**M4 wires**

Supply wires on this layer in gray.
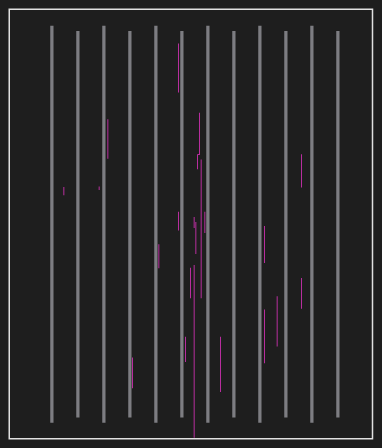
**Sequential cells colored by netlist name**

Other sequential cells in the stronger gray, the rest of the logic in the fainter gray.
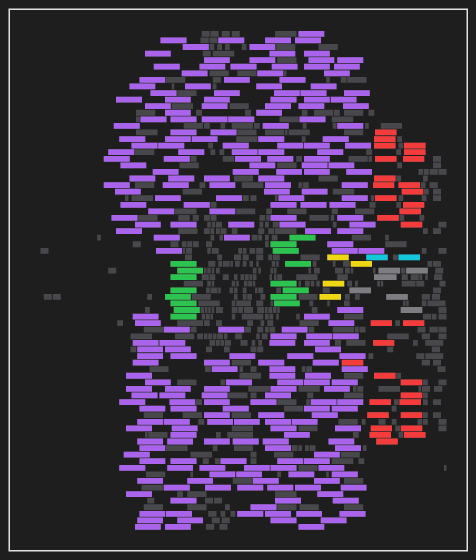
File: src/rtl/wb_tgt_mem.sv
// Pipelined Wishbone target memory: byte-selectable words with a per-word tag, cleared after every reset.
// Responses appear a fixed LATENCY cycles after acceptance; dropping cyc flushes in-flight responses.
module wb_tgt_mem #(
    parameter int ADR_WIDTH = 16,
    parameter int DAT_WIDTH = 16,
    parameter int SEL_WIDTH = 2,
    parameter int TGA_WIDTH = 1,
    parameter int TGC_WIDTH = 1,
    parameter int TGD_WIDTH = 1,
    parameter int MEM_AW    = 4,
    parameter int LATENCY   = 2
) (
    input  logic                 clk_i,
    input  logic                 async_rst_i,
    input  logic                 sync_rst_i,
    input  logic                 itr_cyc_i,
    input  logic                 itr_stb_i,
    input  logic                 itr_we_i,
    input  logic                 itr_lock_i,
    input  logic [SEL_WIDTH-1:0] itr_sel_i,
    input  logic [ADR_WIDTH-1:0] itr_adr_i,
    input  logic [DAT_WIDTH-1:0] itr_dat_i,
    input  logic [TGA_WIDTH-1:0] itr_tga_i,
    input  logic [TGC_WIDTH-1:0] itr_tgc_i,
    input  logic [TGD_WIDTH-1:0] itr_tgd_i,
    output logic                 itr_ack_o,
    output logic                 itr_err_o,
    output logic                 itr_rty_o,
    output logic                 itr_stall_o,
    output logic [DAT_WIDTH-1:0] itr_dat_o,
    output logic [TGD_WIDTH-1:0] itr_tgd_o
);

    localparam int DEPTH  = 1 << MEM_AW;
    localparam int LANE_W = DAT_WIDTH / SEL_WIDTH;
    localparam int LAST   = LATENCY - 1;

    typedef enum logic {
        S_INIT,
        S_READY
    } state_t;

    state_t              state_q, state_d;
    logic [MEM_AW-1:0]   ptr_q, ptr_d;
    logic                stall_q, stall_d;
    logic                clr_we;

    logic [DAT_WIDTH-1:0] mem_q [DEPTH];
    logic [TGD_WIDTH-1:0] tag_q [DEPTH];

    logic [LATENCY-1:0]   vld_q;
    logic [LATENCY-1:0]   err_q;
    logic [DAT_WIDTH-1:0] pdat_q [LATENCY];
    logic [TGD_WIDTH-1:0] ptgd_q [LATENCY];

    logic              req;
    logic              oor;
    logic              wr_en;
    logic              rd_hit;
    logic [MEM_AW-1:0] idx;
    logic              unused_ok;

    assign unused_ok = ^{itr_lock_i, itr_tga_i, itr_tgc_i};

    assign req    = itr_cyc_i & itr_stb_i & ~stall_q;
    assign oor    = |(itr_adr_i >> MEM_AW);
    assign idx    = itr_adr_i[MEM_AW-1:0];
    assign wr_en  = req & itr_we_i & ~oor & ~sync_rst_i;
    assign rd_hit = ~itr_we_i & ~oor;

    always_comb begin
        state_d = state_q;
        ptr_d   = ptr_q;
        stall_d = stall_q;
        clr_we  = 1'b0;
        case (state_q)
            S_INIT: begin
                clr_we = 1'b1;
                ptr_d  = ptr_q + 1'b1;
                if (ptr_q == {MEM_AW{1'b1}}) begin
                    state_d = S_READY;
                    stall_d = 1'b0;
                end
            end
            S_READY: begin
                stall_d = 1'b0;
            end
            default: begin
                state_d = S_INIT;
                stall_d = 1'b1;
            end
        endcase
    end

    always_ff @(posedge clk_i or posedge async_rst_i) begin
        if (async_rst_i) begin
            state_q <= S_INIT;
            ptr_q   <= '0;
            stall_q <= 1'b1;
        end else if (sync_rst_i) begin
            state_q <= S_INIT;
            ptr_q   <= '0;
            stall_q <= 1'b1;
        end else begin
            state_q <= state_d;
            ptr_q   <= ptr_d;
            stall_q <= stall_d;
        end
    end

    // Storage has no reset of its own; the INIT sweep clears it.
    always_ff @(posedge clk_i) begin
        if (clr_we) begin
            mem_q[ptr_q] <= '0;
            tag_q[ptr_q] <= '0;
        end else if (wr_en) begin
            for (int i = 0; i < SEL_WIDTH; i++) begin
                if (itr_sel_i[i]) begin
                    mem_q[idx][i*LANE_W +: LANE_W] <= itr_dat_i[i*LANE_W +: LANE_W];
                end
            end
            if (|itr_sel_i) begin
                tag_q[idx] <= itr_tgd_i;
            end
        end
    end

    always_ff @(posedge clk_i or posedge async_rst_i) begin
        if (async_rst_i) begin
            vld_q <= '0;
            err_q <= '0;
            for (int i = 0; i < LATENCY; i++) begin
                pdat_q[i] <= '0;
                ptgd_q[i] <= '0;
            end
        end else if (sync_rst_i) begin
            vld_q <= '0;
            err_q <= '0;
            for (int i = 0; i < LATENCY; i++) begin
                pdat_q[i] <= '0;
                ptgd_q[i] <= '0;
            end
        end else begin
            if (!itr_cyc_i) begin
                vld_q <= '0;
            end else begin
                vld_q[0] <= req;
                for (int i = 1; i < LATENCY; i++) begin
                    vld_q[i] <= vld_q[i-1];
                end
            end
            err_q[0]  <= oor;
            pdat_q[0] <= rd_hit ? mem_q[idx] : '0;
            ptgd_q[0] <= rd_hit ? tag_q[idx] : '0;
            for (int i = 1; i < LATENCY; i++) begin
                err_q[i]  <= err_q[i-1];
                pdat_q[i] <= pdat_q[i-1];
                ptgd_q[i] <= ptgd_q[i-1];
            end
        end
    end

    assign itr_ack_o   = vld_q[LAST] & ~err_q[LAST] & itr_cyc_i;
    assign itr_err_o   = vld_q[LAST] &  err_q[LAST] & itr_cyc_i;
    assign itr_rty_o   = 1'b0;
    assign itr_stall_o = stall_q;
    assign itr_dat_o   = (itr_ack_o | itr_err_o) ? pdat_q[LAST] : '0;
    assign itr_tgd_o   = (itr_ack_o | itr_err_o) ? ptgd_q[LAST] : '0;

endmodule

File: config.mk
export PLATFORM = sky130hd
export DESIGN_NAME = wb_tgt_mem
export DESIGN_NICKNAME = d
export VERILOG_FILES = /design/src/rtl/wb_tgt_mem.sv
export SDC_FILE = /design/constraint.sdc
export NUM_CORES = 1
export LEC_CHECK = 0
export CAP_MARGIN = 20
export CORE_ASPECT_RATIO = 1.2
export CORE_MARGIN = 8
export CORE_UTILIZATION = 35
export DETAILED_ROUTE_END_ITERATION = 10
export PLACE_DENSITY = 0.58
export SKIP_LAST_GASP = 1
export SYNTH_ARGS = -nofsm -noshare
export SYNTH_HDL_FRONTEND = slang
export SYNTH_SLANG_ARGS = --single-unit
File: constraint.sdc
create_clock -name clk_i -period 4.3 [get_ports clk_i]
set_input_delay 0.43 -clock clk_i [delete_from_list [all_inputs] [get_ports clk_i]]
set_output_delay 0.43 -clock clk_i [all_outputs]
set_load 0.01 [all_outputs]
==> impl_table.tex <==
% Generated from flow reports
\begin{tabular}{lr}
\hline
Metric & Value \\
\hline
\multicolumn{2}{l}{\textbf{Timing}} \\
Worst Max-Slew Pin Slew & a little under 1 ns \\
Post-route fraction of the period consumed by the critical path & between 60\% and 70\% \\
Layout Skew & 0.01475 ns \\
Maximum clock frequency & 360.7 MHz \\
Worst slew margin & 34.94\% \\
Final tally of setup violations & 0 \\
\multicolumn{2}{l}{\textbf{Floorplanning}} \\
Std-Cell Rows & between 70 and 80 \\
I/O pins & around 65 \\
Height of the die & 223.4 um \\
\multicolumn{2}{l}{\textbf{Synth}} \\
Number of different library cells in the post-synthesis netlist & 39 \\
Primary FF master, synth & sky130\_fd\_sc\_hd\_\_edfxtp\_1 \\
Yosys stat chip area & 0.01254 mm\^{}2 \\
Netlist Area Pre-Place & 0.01254 mm\^{}2 \\
Post-Syn Instances & 679 \\
Post-synth mux share & 12.29\% \\
Post-Synth XOR/XNOR Area & 0.1396\% \\
Count of instantiated cells in the yosys netlist & 679 \\
Average cell area after synthesis & 18.48 um\^{}2 \\
Fa+ha+maj area frac & 0.09974\% \\
\multicolumn{2}{l}{\textbf{Clocking}} \\
Num CTS Buffers & 30 \\
Clk root buf & sky130\_fd\_sc\_hd\_\_clkbuf\_16 \\
Count of hold buffers inserted by post-cts repair & 0 \\
Total of cells resized after clock tree synthesis & 0 \\
TritonCTS clock tree & yes \\
\multicolumn{2}{l}{\textbf{Layout}} \\
Final core occ & 41.54\% \\
Net count of the finished layout & 813 \\
Post-route cell area & 0.01481 mm\^{}2 \\
Post-Layout Cell Count & 1,260 \\
Growth of design area from synthesis to finish & 18.08\% \\
Filler instances & 3,163 \\
Area taken by multi-input logic gates & 0.003055 mm\^{}2 \\
N\_diodes & 0 \\
FF+latch area & 0.009270 mm\^{}2 \\
\multicolumn{2}{l}{\textbf{Global route}} \\
Global router's overall resource usage & roughly an eighth \\
Total overflow reported by the global router & 0 \\
Vias in the first global route & 6,870 \\
Number of antenna violations at the first check in global routing & 2 \\
\multicolumn{2}{l}{\textbf{Critical path}} \\
Req. time, crit path & 4.56 ns \\
Worst setup slack for register-to-register paths & roughly 1.5 ns \\
Launch point of the worst reg-to-reg path & state\_q\$\_DFF\_PP0\_ \\
Delay of the slowest cell on the worst path & 0.58 ns \\
\multicolumn{2}{l}{\textbf{Power and ir drop}} \\
Worst supply voltage drop on vdd & 0.3158 mV \\
\multicolumn{2}{l}{\textbf{Outcome}} \\
Outcome & complete, no violations \\
\multicolumn{2}{l}{\textbf{Placed design}} \\
Count of buffers from port buffering & approximately 60 \\
Post-detailed-placement cell area & $\sim$0.014 mm\^{}2 \\
\multicolumn{2}{l}{\textbf{Drt}} \\
First-iteration detailed-routing DRC count & approximately 580 \\
Post-DR wirelength/cell & 21.41 um \\
Vias per cell & 5.213 \\
Remaining antenna violation count after routing & 0 \\
Total Routed Length & approximately 27 mm \\
\hline
\end{tabular}
## Picture notes: 'M4 wires'
The longest straight run is 89.8 um. The layer holds 1.8% of the routed length.

## Picture notes: 'sequential cells colored by netlist name'
Yellow stands for ptr_q, flops 4. Red stands for pdat_q, flops 32. Purple stands for mem_q, flops 256. Cyan stands for ptgd_q, flops 2. Green stands for tag_q, flops 16, where center.

## worst min path at each step
stage	slack (ns)	depth (start not counted)	to
6_report	0.39	2	pdat_q[8]$_DFF_PP0_
5_1_grt	0.47	2	pdat_q[9]$_DFF_PP0_
4_1_cts	0.40	2	pdat_q[9]$_DFF_PP0_
3_5_place_dp	0.45	1	err_q[1]$_DFF_PP0_
3_3_place_gp	0.44	1	err_q[1]$_DFF_PP0_
2_1_floorplan	0.44	1	err_q[1]$_DFF_PP0_
## placed cells by master (no fill, tap or decap), drive strengths merged, types with 2 or more instances in the layout
master / n
a21o: 2
a21oi: 63
a22oi: 34
a41oi: 10
and2: 4
and3: 37
buf: 46
bufinv: 2
clkbuf: 38
clkdlybuf4s50: 58
clkinv: 12
clkinvlp: 3
dfrtp: 43
edfxtp: 272
inv: 2
mux4: 68
nand2: 18
nand3: 8
nand4b: 2
nor2: 20
nor2b: 25
nor4: 3
o21ai: 9
## stage by stage
stage	setup slack [ns]	power [mW]
after floorplan	1.947	3.601
after global placement	1.012	3.728
after detailed placement	1.005	3.734
after CTS	1.578	6.324
after global routing	1.359	6.450
final	1.528	6.254
## cells by family after synthesis
family | after synthesis
other cells | 1
flops | 316
compound gates | 119
simple gates | 123
mux | 69
fa+ha+maj | 1
buf+inv | 48
xor+xnor | 2
## state kept, by name, summed over array words and instances (netlist names)
register and count:
ptr_q 4, err_q 2, mem_q 256, tag_q 16, state_q 1, ptgd_q 2, pdat_q 32, vld_q 2
itr_stall_o 1
## synth_stat cells (all sizes together), types with 2 or more instances
cell type | instances | share of area (%)
a21o | 2 | 0.12
dfrtp | 43 | 8.6
nand3 | 8 | 0.46
nor2b | 25 | 1.2
a22oi | 34 | 2.0
clkbuf | 25 | 0.75
nor2 | 20 | 0.60
a41oi | 10 | 0.70
nand2 | 18 | 0.54
nand4b | 2 | 0.14
mux4 | 68 | 12
and2 | 4 | 0.20
edfxtp | 272 | 65
buf | 22 | 0.99
nor4 | 3 | 0.51
o21ai | 9 | 0.36
a21oi | 63 | 2.6
and3 | 37 | 1.8
## power by group
part,internal [mW],switching [mW],leakage (nW)
logic,0.125,0.172,1.41
clock network,1.48,1.12,0.478
registers,3.35,0.0153,3.56
total,4.95,1.30,5.45
## layer usage
layer / vias to the layer above / routed length [um] / GRT usage, %
met4: 0 / 475 / 3.585
met3: 45 / 1842 / 2.327
li1: 2926 / - / -
met1: 3377 / 11330 / 16.62
met5: - / 0 / 0
met2: 221 / 13330 / 21.18
## critical path: cells and delay by family (launching register included)
family | cells | cell delay (ns)
AOI/OAI and AO/OA | 1 | 0.32
buffers and inverters | 1 | 0.24
DFF | 1 | 0.57
and+or+nand+nor | 3 | 1.34
## final cells by class
type / instances / share of cell area, %
flip-flops and latches: 316 / 62.58
inverters: 1 / 0.02534
well taps: 468 / 3.953
repair buffers: 104 / 6.234
clock buffers: 38 / 5.549
multi-input cells: 315 / 20.63
clock inverters: 18 / 1.030
Power is estimated from default activity; no workload was simulated.
